==> src/rtl/yarp_pkg.sv <==
// Shared types for the YARP writeback stage: load metadata and the load data extraction helper.
package yarp_pkg;

    localparam int XLEN = 32;

    typedef enum logic [1:0] {
        LD_BYTE = 2'b00,
        LD_HALF = 2'b01,
        LD_WORD = 2'b10
    } ld_size_t;

    typedef struct packed {
        logic [4:0] rd;
        ld_size_t   size;
        logic       is_unsigned;
        logic [1:0] off;
    } ld_meta_t;

    // Misaligned half/word offsets are never issued upstream, so they are not checked here.
    function automatic logic [XLEN-1:0] ld_extract(input ld_meta_t meta, input logic [XLEN-1:0] raw);
        logic [XLEN-1:0] shifted;
        logic            sign;
        shifted    = raw >> {meta.off, 3'b000};
        sign       = 1'b0;
        ld_extract = raw;
        case (meta.size)
            LD_BYTE: begin
                sign       = ~meta.is_unsigned & shifted[7];
                ld_extract = {{(XLEN-8){sign}}, shifted[7:0]};
            end
            LD_HALF: begin
                sign       = ~meta.is_unsigned & shifted[15];
                ld_extract = {{(XLEN-16){sign}}, shifted[15:0]};
            end
            default: ld_extract = raw;
        endcase
    endfunction

endpackage

==> src/rtl/yarp_ld_meta_fifo.sv <==
// In-order metadata FIFO for outstanding loads; every entry is exposed so the
// writeback stage can build its pending-destination scoreboard.
module yarp_ld_meta_fifo
    import yarp_pkg::*;
#(
    parameter int DEPTH = 2
) (
    input  logic             clk,
    input  logic             reset_n,
    input  logic             push_i,
    input  ld_meta_t         push_meta_i,
    input  logic             pop_i,
    output ld_meta_t         head_o,
    output logic             full_o,
    output logic             empty_o,
    output ld_meta_t         entries_o [DEPTH],
    output logic [DEPTH-1:0] valid_o
);

    localparam int IDX_W = (DEPTH > 1) ? $clog2(DEPTH) : 1;
    localparam logic [IDX_W-1:0] LAST_IDX = IDX_W'(DEPTH - 1);

    ld_meta_t         mem_q [DEPTH];
    logic [DEPTH-1:0] valid_q;
    logic [IDX_W-1:0] wr_ptr_q;
    logic [IDX_W-1:0] rd_ptr_q;
    logic             do_push;
    logic             do_pop;

    assign full_o  = &valid_q;
    assign empty_o = ~|valid_q;
    assign do_push = push_i & ~full_o;
    assign do_pop  = pop_i & ~empty_o;

    // Push and pop never target the same slot: that would need the FIFO to be full or empty.
    always_ff @(posedge clk or negedge reset_n) begin
        if (!reset_n) begin
            valid_q  <= '0;
            wr_ptr_q <= '0;
            rd_ptr_q <= '0;
            for (int i = 0; i < DEPTH; i++) begin
                mem_q[i] <= '0;
            end
        end else begin
            if (do_push) begin
                mem_q[wr_ptr_q]   <= push_meta_i;
                valid_q[wr_ptr_q] <= 1'b1;
                wr_ptr_q          <= (wr_ptr_q == LAST_IDX) ? '0 : wr_ptr_q + 1'b1;
            end
            if (do_pop) begin
                valid_q[rd_ptr_q] <= 1'b0;
                rd_ptr_q          <= (rd_ptr_q == LAST_IDX) ? '0 : rd_ptr_q + 1'b1;
            end
        end
    end

    assign head_o    = mem_q[rd_ptr_q];
    assign entries_o = mem_q;
    assign valid_o   = valid_q;

endmodule

==> src/rtl/yarp_writeback.sv <==
// YARP writeback stage: merges ALU results and load responses onto the regfile write port.
// Optional macro YARP_WB_ERR_EN adds a sticky wb_err_o for empty-FIFO responses and issues while full.
module yarp_writeback
    import yarp_pkg::*;
#(
    parameter int LD_DEPTH = 2
) (
    input  logic            clk,
    input  logic            reset_n,
    input  logic            alu_valid_i,
    output logic            alu_ready_o,
    input  logic [4:0]      alu_rd_i,
    input  logic [XLEN-1:0] alu_data_i,
    input  logic            ld_issue_i,
    output logic            ld_issue_ready_o,
    input  logic [4:0]      ld_rd_i,
    input  logic [1:0]      ld_size_i,
    input  logic            ld_unsigned_i,
    input  logic [1:0]      ld_byte_off_i,
    input  logic            ld_rsp_valid_i,
    input  logic [XLEN-1:0] ld_rsp_data_i,
    input  logic [4:0]      rs1_addr_i,
    input  logic [4:0]      rs2_addr_i,
    output logic            rs1_busy_o,
    output logic            rs2_busy_o,
    output logic [4:0]      rd_addr_o,
    output logic            wr_en_o,
    output logic [XLEN-1:0] wr_data_o
`ifdef YARP_WB_ERR_EN
    ,
    output logic            wb_err_o
`endif
);

    ld_meta_t            push_meta;
    ld_meta_t            head_meta;
    ld_meta_t            fifo_entries [LD_DEPTH];
    logic [LD_DEPTH-1:0] fifo_valid;
    logic                fifo_full;
    logic                fifo_empty;
    logic                rsp_take;
    logic                alu_acc;

    logic                skid_valid_q, skid_valid_d;
    logic [4:0]          skid_rd_q, skid_rd_d;
    logic [XLEN-1:0]     skid_data_q, skid_data_d;
    logic                wr_en_q, wr_en_d;
    logic [4:0]          rd_addr_q, rd_addr_d;
    logic [XLEN-1:0]     wr_data_q, wr_data_d;

    always_comb begin
        push_meta.rd          = ld_rd_i;
        push_meta.is_unsigned = ld_unsigned_i;
        push_meta.off         = ld_byte_off_i;
        case (ld_size_i)
            2'b00:   push_meta.size = LD_BYTE;
            2'b01:   push_meta.size = LD_HALF;
            default: push_meta.size = LD_WORD;
        endcase
    end

    yarp_ld_meta_fifo #(
        .DEPTH (LD_DEPTH)
    ) u_ld_meta_fifo (
        .clk         (clk),
        .reset_n     (reset_n),
        .push_i      (ld_issue_i),
        .push_meta_i (push_meta),
        .pop_i       (rsp_take),
        .head_o      (head_meta),
        .full_o      (fifo_full),
        .empty_o     (fifo_empty),
        .entries_o   (fifo_entries),
        .valid_o     (fifo_valid)
    );

    assign ld_issue_ready_o = ~fifo_full;
    assign alu_ready_o      = ~skid_valid_q;
    assign alu_acc          = alu_valid_i & alu_ready_o;
    assign rsp_take         = ld_rsp_valid_i & ~fifo_empty;

    // Writes to x0 are consumed but suppressed; rd/data then hold their previous values.
    always_comb begin
        skid_valid_d = skid_valid_q;
        skid_rd_d    = skid_rd_q;
        skid_data_d  = skid_data_q;
        wr_en_d      = 1'b0;
        rd_addr_d    = rd_addr_q;
        wr_data_d    = wr_data_q;
        if (rsp_take) begin
            if (head_meta.rd != 5'd0) begin
                wr_en_d   = 1'b1;
                rd_addr_d = head_meta.rd;
                wr_data_d = ld_extract(head_meta, ld_rsp_data_i);
            end
            if (alu_acc) begin
                skid_valid_d = 1'b1;
                skid_rd_d    = alu_rd_i;
                skid_data_d  = alu_data_i;
            end
        end else if (skid_valid_q) begin
            skid_valid_d = 1'b0;
            if (skid_rd_q != 5'd0) begin
                wr_en_d   = 1'b1;
                rd_addr_d = skid_rd_q;
                wr_data_d = skid_data_q;
            end
        end else if (alu_acc) begin
            if (alu_rd_i != 5'd0) begin
                wr_en_d   = 1'b1;
                rd_addr_d = alu_rd_i;
                wr_data_d = alu_data_i;
            end
        end
    end

    always_ff @(posedge clk or negedge reset_n) begin
        if (!reset_n) begin
            skid_valid_q <= 1'b0;
            skid_rd_q    <= '0;
            skid_data_q  <= '0;
            wr_en_q      <= 1'b0;
            rd_addr_q    <= '0;
            wr_data_q    <= '0;
        end else begin
            skid_valid_q <= skid_valid_d;
            skid_rd_q    <= skid_rd_d;
            skid_data_q  <= skid_data_d;
            wr_en_q      <= wr_en_d;
            rd_addr_q    <= rd_addr_d;
            wr_data_q    <= wr_data_d;
        end
    end

    assign wr_en_o   = wr_en_q;
    assign rd_addr_o = rd_addr_q;
    assign wr_data_o = wr_data_q;

    always_comb begin
        rs1_busy_o = 1'b0;
        rs2_busy_o = 1'b0;
        for (int i = 0; i < LD_DEPTH; i++) begin
            if (fifo_valid[i] && fifo_entries[i].rd == rs1_addr_i && rs1_addr_i != 5'd0) begin
                rs1_busy_o = 1'b1;
            end
            if (fifo_valid[i] && fifo_entries[i].rd == rs2_addr_i && rs2_addr_i != 5'd0) begin
                rs2_busy_o = 1'b1;
            end
        end
    end

`ifdef YARP_WB_ERR_EN
    logic err_q;

    always_ff @(posedge clk or negedge reset_n) begin
        if (!reset_n) begin
            err_q <= 1'b0;
        end else begin
            err_q <= err_q | (ld_rsp_valid_i & fifo_empty) | (ld_issue_i & fifo_full);
        end
    end

    assign wb_err_o = err_q;
`endif

endmodule

==> config.mk <==
export PLATFORM = sky130hd
export DESIGN_NAME = yarp_writeback
export DESIGN_NICKNAME = d
export VERILOG_FILES = /design/src/rtl/yarp_pkg.sv /design/src/rtl/yarp_ld_meta_fifo.sv /design/src/rtl/yarp_writeback.sv
export SDC_FILE = /design/constraint.sdc
export NUM_CORES = 1
export LEC_CHECK = 0
export CORE_MARGIN = 5
export CORE_UTILIZATION = 50
export CTS_CLUSTER_SIZE = 20
export DETAILED_ROUTE_END_ITERATION = 8
export PLACE_DENSITY_LB_ADDON = 0.3
export SLEW_MARGIN = 10
export SYNTH_ARGS = -nofsm -noshare
export SYNTH_HDL_FRONTEND = slang
export SYNTH_SLANG_ARGS = --single-unit
==> constraint.sdc <==
create_clock -name clk -period 3.7 [get_ports clk]
set_clock_uncertainty 0.2 [all_clocks]
set_input_delay 0.74 -clock clk [delete_from_list [all_inputs] [get_ports clk]]
set_output_delay 0.74 -clock clk [all_outputs]
set_load 0.01 [all_outputs]
==> run_summary.xml <==
<?xml version="1.0" encoding="UTF-8"?>
<metrics>
  <group name="run_status">
    <metric name="run_status" unit="">complete, no violations</metric>
  </group>
  <group name="setup_path">
    <metric name="setup.worst_path.start" unit="">rs2_addr_i[2]</metric>
    <metric name="setup_slack_reg_to_reg" unit="ns">0.78</metric>
    <metric name="worstSetupEndpoint" unit="">rs2_busy_o</metric>
    <metric name="path_depth" unit="">6</metric>
    <metric name="crit_path_max_fanout" unit="">3</metric>
    <metric name="critical_path.top_delay_family" unit="">buffers and inverters</metric>
    <metric name="worst-setup-path-type" unit="">in -&gt; out</metric>
    <metric name="worst-r2r-cell-count" unit="">6</metric>
    <metric name="cp-start-kind" unit="">input pin</metric>
    <metric name="worst_path_largest_cell_delay" unit="ns">0.56</metric>
    <metric name="cp_num_buf_inv" unit="">2</metric>
    <metric name="critical_path.reg2reg.startpoint" unit="">u_ld_meta_fifo.rd_ptr_q$_DFFE_PN0P_</metric>
  </group>
  <group name="logic_synthesis">
    <metric name="synth_top_flop_cell" unit="">sky130_fd_sc_hd__dfrtp_1</metric>
    <metric name="synth-adder-area-share" unit="">0</metric>
    <metric name="syn_avg_cell_area" unit="µm²">11.13</metric>
    <metric name="synth_area" unit="µm²">5664</metric>
    <metric name="fp_nets" unit="">603</metric>
    <metric name="distinct_lib_cells" unit="">50</metric>
    <metric name="yosys.area.top_type" unit="">sky130_fd_sc_hd__dfrtp_1</metric>
    <metric name="synth.cells.most_frequent" unit="">sky130_fd_sc_hd__dfrtp_1 (100), sky130_fd_sc_hd__mux2_2 (59), sky130_fd_sc_hd__mux2i_1 (38)</metric>
    <metric name="synth.area.mux_share" unit="">0.2213</metric>
    <metric name="ys_seq_share" unit="">0.4418</metric>
    <metric name="numSynthFlops" unit="">100</metric>
    <metric name="synth.area.top_cells" unit="">sky130_fd_sc_hd__dfrtp_1 (44%), sky130_fd_sc_hd__mux2_2 (12%), sky130_fd_sc_hd__mux2i_1 (6.7%)</metric>
    <metric name="post-synth-top-count-cell" unit="">sky130_fd_sc_hd__dfrtp_1</metric>
    <metric name="enable_flop_cells" unit="">0</metric>
  </group>
  <group name="final_layout">
    <metric name="clock_buffers" unit="">12</metric>
    <metric name="total_number_of_multi_input_combinational_cells" unit="">369</metric>
    <metric name="lay_top_count" unit="">sky130_fd_sc_hd__clkdlybuf4s50_1</metric>
    <metric name="syn_to_final_growth" unit="%">31.21</metric>
    <metric name="area_share_clock_buf_inv" unit="">0.04108</metric>
    <metric name="finish.utilization" unit="">0.6767</metric>
    <metric name="bufAreaShareNonClock" unit="">0.1949</metric>
    <metric name="num-nets-final" unit="">726</metric>
    <metric name="fillCellCount" unit="">822</metric>
    <metric name="multiInputGateArea" unit="µm²">2973</metric>
    <metric name="antennaDiodeCount" unit="">0</metric>
    <metric name="non_clock_buffer_count" unit="">145</metric>
    <metric name="seq-cell-share" unit="">0.3369</metric>
  </group>
  <group name="power">
    <metric name="combinational_power_share" unit="">0.506</metric>
    <metric name="power.sequential.total" unit="W">0.00216</metric>
    <metric name="internal_power" unit="W">0.003931</metric>
    <metric name="totalPowerFinal" unit="W">0.006316</metric>
    <metric name="power.net_switching" unit="W">0.002385</metric>
    <metric name="power.static_leakage" unit="nW">3.001</metric>
    <metric name="vdd_drop_max" unit="V">0.0003840</metric>
    <metric name="largest_power_group" unit="">combinational cells</metric>
  </group>
  <group name="place">
    <metric name="placedCellCount" unit="">761</metric>
    <metric name="gpl.final_weighted_congestion" unit="">0.8087</metric>
    <metric name="dpl.hpwl" unit="mm">11.54</metric>
    <metric name="numPortBuffers" unit="">135</metric>
  </group>
  <group name="sta">
    <metric name="slew-limit-headroom" unit="">0.3137</metric>
    <metric name="drv_slew" unit="">0</metric>
    <metric name="fin_crit_sh" unit="">0.9592</metric>
    <metric name="clock.fmax" unit="MHz">281.8</metric>
    <metric name="holdWs" unit="ns">0.2125</metric>
    <metric name="worst_pin_slew" unit="ns">1.026</metric>
    <metric name="finalHoldViolations" unit="">0</metric>
    <metric name="post-route-min-period" unit="ns">3.549</metric>
  </group>
  <group name="route">
    <metric name="wl_met2" unit="mm">7.482</metric>
    <metric name="topRoutingLayerUsed" unit="">met4</metric>
    <metric name="wl_on_met1" unit="mm">6.694</metric>
    <metric name="met3_wirelength" unit="mm">1.227</metric>
    <metric name="drt_first_pass_iters" unit="">7</metric>
    <metric name="drt_iter0_markers" unit="">465</metric>
  </group>
  <group name="grt">
    <metric name="grt_pass1_vias" unit="">4732</metric>
    <metric name="grt_max_degree" unit="">53</metric>
    <metric name="globalRouteOverflowTotal" unit="">0</metric>
  </group>
  <group name="clocking">
    <metric name="cts-resized-gates" unit="">0</metric>
    <metric name="root_buffer" unit="">sky130_fd_sc_hd__clkbuf_16</metric>
    <metric name="cts_tree" unit="">done</metric>
  </group>
  <group name="floorplan">
    <metric name="die_height" unit="µm">116.4</metric>
    <metric name="num_io_pins" unit="">136</metric>
    <metric name="floorplanUtilization" unit="">0.5157</metric>
    <metric name="placementRows" unit="">38</metric>
    <metric name="area_of_the_core" unit="µm²">10980</metric>
  </group>
</metrics>
The metal 1 layer:
The bar under the picture is 20 µm long. Supply wires on this layer in grey.
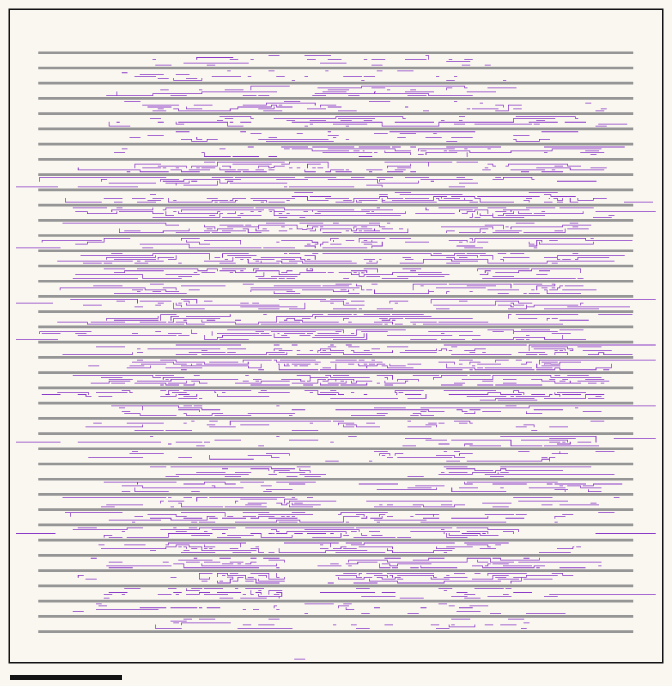
main direction: horizontal
nets with wire on the layer: 651
share of all routed wire: 43%
routed wire length: 15.69 mm
total number of vias: 4704
met1 usage in global routing: 0.3238

Metal 2:
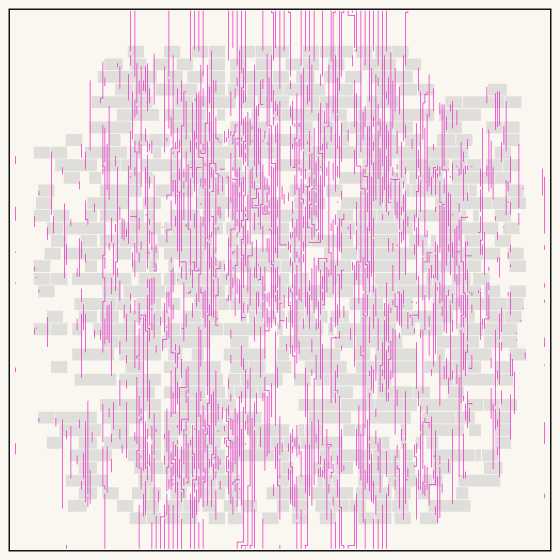
main direction: vertical
wire length on this layer: 7480 µm
nets with wire on the layer: 648
met2 global-route usage: 0.3692

Met3 routing:
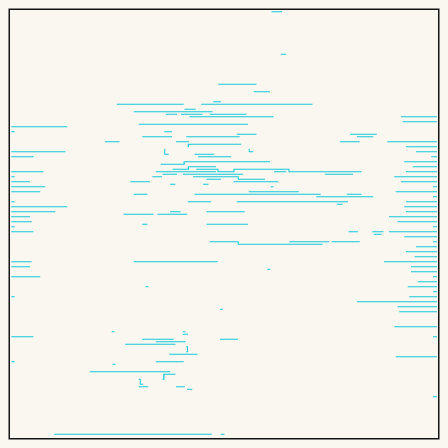
share of all routed wire: 7.8%
nets with wire on the layer: 127
wire length on this layer: 1230 µm
met3 track utilization from global routing: 0.03627

M4 wires:
The bar under the picture is 20 µm long. Supply wires on this layer in grey.
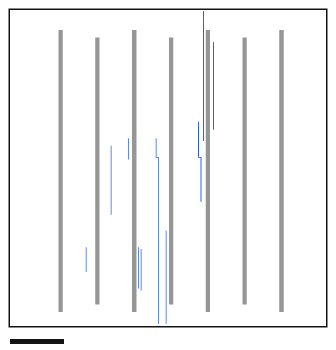
longest straight run: 61.1 µm
main direction: vertical
nets with wire on the layer: 9
share of all routed wire: 1.8%
wire length on this layer: 284 µm

Congestion heat map:
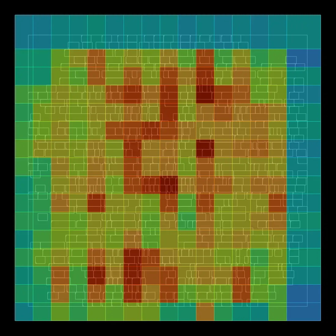
most used routing layer in global routing: met2
routed wirelength normalized by instance count: 20.19 µm
aggregate global-route resource usage: 0.2309

Power is estimated from default activity; no workload was simulated.
